Run 1, the metal 1 layer:
Bar = 100 um.
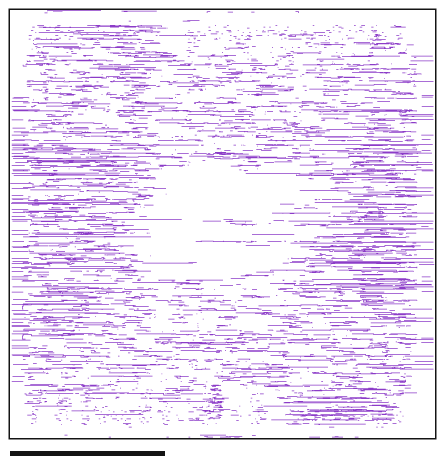
Run 1, metal 4:
Bar = 100 um.
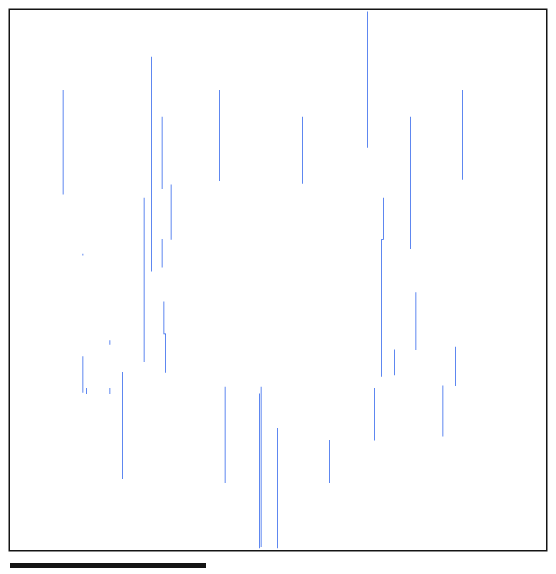
Run 1, congestion heat map:
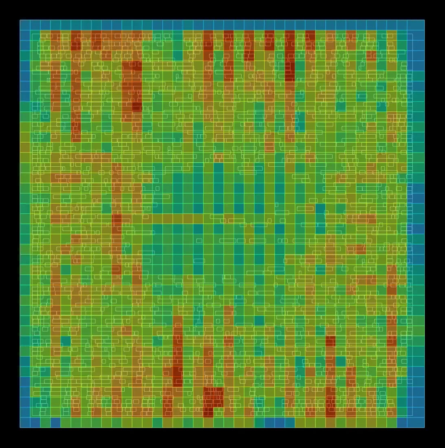
==> config.mk <==
export PLATFORM = sky130hd
export DESIGN_NAME = vpu_wb_stage
export DESIGN_NICKNAME = d
export VERILOG_FILES = /design/src/rtl/vpu_wb_stage_pkg.sv /design/src/rtl/vpu_lane_merge.sv /design/src/rtl/vpu_wb_stage.sv
export SDC_FILE = /design/constraint.sdc
export NUM_CORES = 1
export LEC_CHECK = 0
export CAP_MARGIN = 20
export CORE_AREA = 8 8 266 268
export CTS_CLUSTER_SIZE = 20
export DETAILED_ROUTE_END_ITERATION = 10
export DIE_AREA = 0 0 274 276
export PLACE_DENSITY_LB_ADDON = 0.05
export SYNTH_ARGS = -nofsm -noshare
export SYNTH_HDL_FRONTEND = slang
export SYNTH_SLANG_ARGS = --single-unit
==> constraint.sdc <==
create_clock -name clk -period 19.2 [get_ports clk]
set_clock_uncertainty 0.15 [all_clocks]
set_input_delay 1.92 -clock clk [delete_from_list [all_inputs] [get_ports clk]]
set_output_delay 1.92 -clock clk [all_outputs]
set_load 0.05 [all_outputs]
==> results_dict.tcl, run 1 <==
# collected from the flow reports
set metrics [dict create \
    clkSlewWorstSetupHoldPaths_ns 0.06 \
    route.detailed.vias_per_inst 4.29 \
    criticalPathCategory "reg2out" \
    met3WireLength_um 4790 \
    cp_cell_sequence "nor2_4 > buf_4 > buf_4 > nor2b_1 > clkdlybuf4s50_1" \
    num_tap_cells 873 \
    asyncSetResetFlopFracSynth_pct 0 \
    htreeDepth 2 \
    clock_buffers_created_by_tritoncts 49 \
    comb-cell-share_pct 21.1 \
    arrival_ns 4.01 \
    timing.critical_path.to_type "output port" \
    finalNonFillerCells 2658 \
    p_switching_uw 557 \
    timing.max_slew.rel_slack_pct 20.7 \
    critPathMaxFanout 72 \
    max_stage_delay_ns 0.79 \
    unrepaired_setup_endpoints_after_global_routing "no" \
    comb.multi_input.count 568 \
    antenna_cells 6 \
    number_of_different_library_cells_in_the_post_synthesis_netlist 22 \
    report.power.total_uw 2260 \
    syn-cell-area_um2 20000 \
    cp_delay_by_family_top "buffers and inverters" \
    power.share.sequential_pct 46.8 \
    mostFrequentLayoutCells "clkdlybuf4s50_1 (695), edfxtp_1 (420), nor2b_1 (208)" \
    simple_gate_share_of_the_synthesized_area_pct 6.96 \
    share_of_synthesized_cell_area_in_full_adder_half_adder_and_majority_cells_pct 0 \
    post-route-cell-area_um2 28200 \
    clockNetworkAreaShare_pct 4.93 \
    buffer_area_share_pct 25.1 \
    path_buffers 3 \
    vdd.ir_drop.worst_mv 0.0579 \
    slowest_stage_cell_cp "buf_4" \
    area.combinational_um2 5930 \
    flop_cell "edfxtp_1" \
    grt.overflow.total 0 \
    synth_chip_area_um2 20000 \
    topCombFamilyByArea "multiplexers" \
    chip_area_um2 75600 \
    dp_slack_ns 13.17 \
    cell_repeated_most_along_the_worst_path "buf_4" \
    status "finished clean" \
    core_region_area_um2 66600 \
    cellInternalPower_uw 1700 \
    count_of_input_and_output_buffers 695 \
    cts_hold_repair.buffers 0 \
    drt-initial-drc-count 409 \
    signal_buffers 704 \
    drv_slew 0 \
    die_x_um 274 \
    synth-edff-count 420 \
    die_h_um 276 \
    yosysTopAreaCellShare_pct 63.1 \
    drt_drc_violations_left 0 \
    synth.top_cells.by_area "edfxtp_1 (63%), mux2_4 (14%), mux2_2 (8.9%)" \
    timing.reg2reg.setup_slack_ns 15.96 \
    netlist_top_cells_count "edfxtp_1 (420), nor2b_1 (208), mux2_4 (180)" \
    cts_resized 0 \
    clock_power_share_pct 37.2 \
    nonClockInverterCount 3 \
    min_period_ns 6.08 \
    tool_warnings 35 \
    postSynthAreaPerCell_um2 16.8 \
    post_route_cells_drive_above_1_share_pct 23.0 \
]
Notes on 'the metal 1 layer' above:
share of all routed wire: 38%
main direction: horizontal
nets with wire on the layer: 1882
wire length on this layer: 23.3 mm
met1 GRT Util: 17.2%
DRT Wirelength: 60700 um

Notes on 'metal 4' above:
nets with wire on the layer: 13
wire length on this layer: 1200 um
longest straight run: 110 um
main direction: vertical
total via count in the routed design: 11.4k

Notes on 'congestion heat map' above:
layer carrying the most global-route usage: met2
all-layer global routing usage: 15.3%
met3 GRT Util: 5.06%
Final Util: 42.3%
global routing usage on met2: 27.4%

==> run 2, diff against run 1 <==
==> constraint.sdc (replaced) <==
create_clock -name clk -period 5.7 [get_ports clk]
set_clock_uncertainty 0.15 [all_clocks]
set_input_delay 0.57 -clock clk [delete_from_list [all_inputs] [get_ports clk]]
set_output_delay 0.57 -clock clk [all_outputs]
set_load 0.05 [all_outputs]
Run 2, congestion heat map:
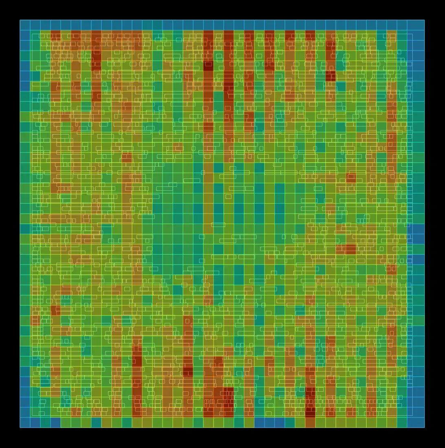
global routing usage on met2: 27.4%
Final Util: 42.6%
drt wl/cell: 23.1 um
all-layer global routing usage: 15.5%

Run 2, signal wires on met2:
Bar = 100 um.
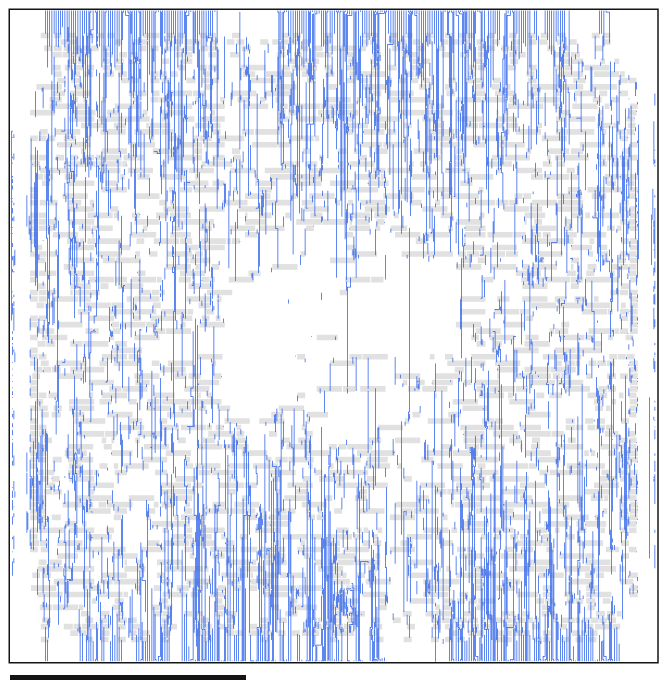
nets with wire on the layer: 1903
wire length on this layer: 31.5 mm
share of all routed wire: 51%
main direction: vertical
total via count in the routed design: 11.6k
DRT Wirelength: 61700 um

==> run 2 against run 1 <==
Net effect:
- combinational power rose to 3.4 times the previous value
- largest power group unchanged
- critical endpoint is now vrf_wdata[54]
- power rose to 3.4 times the previous value
- final area up 0.60%
- register-to-register slack worse by 13 ns
- area after synthesis unchanged
- clock-buffer cell count up 7
==> results_dict.tcl, run 2 <==
# collected from the flow reports
set metrics [dict create \
    max_stage_delay_ns 0.91 \
    path_buffers 2 \
    drt-initial-drc-count 523 \
    clock_buffers_created_by_tritoncts 50 \
    flop_cell "edfxtp_1" \
    die_h_um 276 \
    cts_hold_repair.buffers 0 \
    post_route_cells_drive_above_1_share_pct 23.1 \
    finalNonFillerCells 2672 \
    post-route-cell-area_um2 28300 \
    core_region_area_um2 66600 \
    p_switching_uw 1900 \
    drt_drc_violations_left 0 \
    buffer_area_share_pct 25.0 \
    setup.worst_path.start_class "register" \
    number_of_different_library_cells_in_the_post_synthesis_netlist 22 \
    nonClockInverterCount 3 \
    signal_buffers 705 \
    report.power.total_uw 7760 \
    power.share.sequential_pct 45.9 \
    met3WireLength_um 5500 \
    status "finished clean" \
    hold_ws_ns 0.390 \
    area.combinational_um2 5940 \
    simple_gate_share_of_the_synthesized_area_pct 6.96 \
    number_of_placed_instances_with_taps_included 2571 \
    grt.overflow.total 0 \
    timing.max_slew.rel_slack_pct 30.4 \
    arrival_ns 2.98 \
    num_tap_cells 873 \
    clock_latency_ns 0.57 \
    synth-edff-count 420 \
    drv_slew 0 \
    synth.mux.area_fraction_pct 22.4 \
    vdd.ir_drop.worst_mv 0.195 \
    syn-cell-area_um2 20000 \
    clockNetworkAreaShare_pct 5.34 \
    asyncSetResetFlopFracSynth_pct 0 \
    netlist_top_cells_count "edfxtp_1 (420), nor2b_1 (208), mux2_4 (180)" \
    count_of_input_and_output_buffers 695 \
    slowest_stage_cell_cp "clkdlybuf4s50_1" \
    globalRouteMet3Util_pct 5.98 \
    cellInternalPower_uw 5860 \
    comb-cell-share_pct 21.0 \
    dp_slack_ns 2.35 \
    cp_delay_by_family_top "buffers and inverters" \
    min_period_ns 3.70 \
    topCombFamilyByArea "multiplexers" \
    postSynthAreaPerCell_um2 16.8 \
    busiest_layer "met2" \
    yosysTopAreaCellShare_pct 63.1 \
    pwr.group.clock_uw 2970 \
    comb.multi_input.count 568 \
    cp_cell_sequence "nor2_4 > buf_12 > nor2b_1 > clkdlybuf4s50_1" \
    criticalPathCategory "reg2out" \
    grt_util_met1_pct 17.1 \
    critPathMaxFanout 91 \
    share_of_synthesized_cell_area_in_full_adder_half_adder_and_majority_cells_pct 0 \
    synth_seq_share_pct 63.3 \
    die_x_um 274 \
    synth.top_cells.by_area "edfxtp_1 (63%), mux2_4 (14%), mux2_2 (8.9%)" \
    cts_tree "done" \
    report.final.setup_viol 0 \
    clkSlewWorstSetupHoldPaths_ns 0.06 \
    antenna_cells 9 \
    chip_area_um2 75600 \
    tool_warnings 36 \
    timing.critical_path.to_type "output port" \
    unrepaired_setup_endpoints_after_global_routing "no" \
    cts_resized 0 \
    timing.reg2reg.setup_slack_ns 2.61 \
    synth_chip_area_um2 20000 \
    htreeDepth 2 \
    clock_power_share_pct 38.3 \
]
Power and IR drop assume default switching activity.
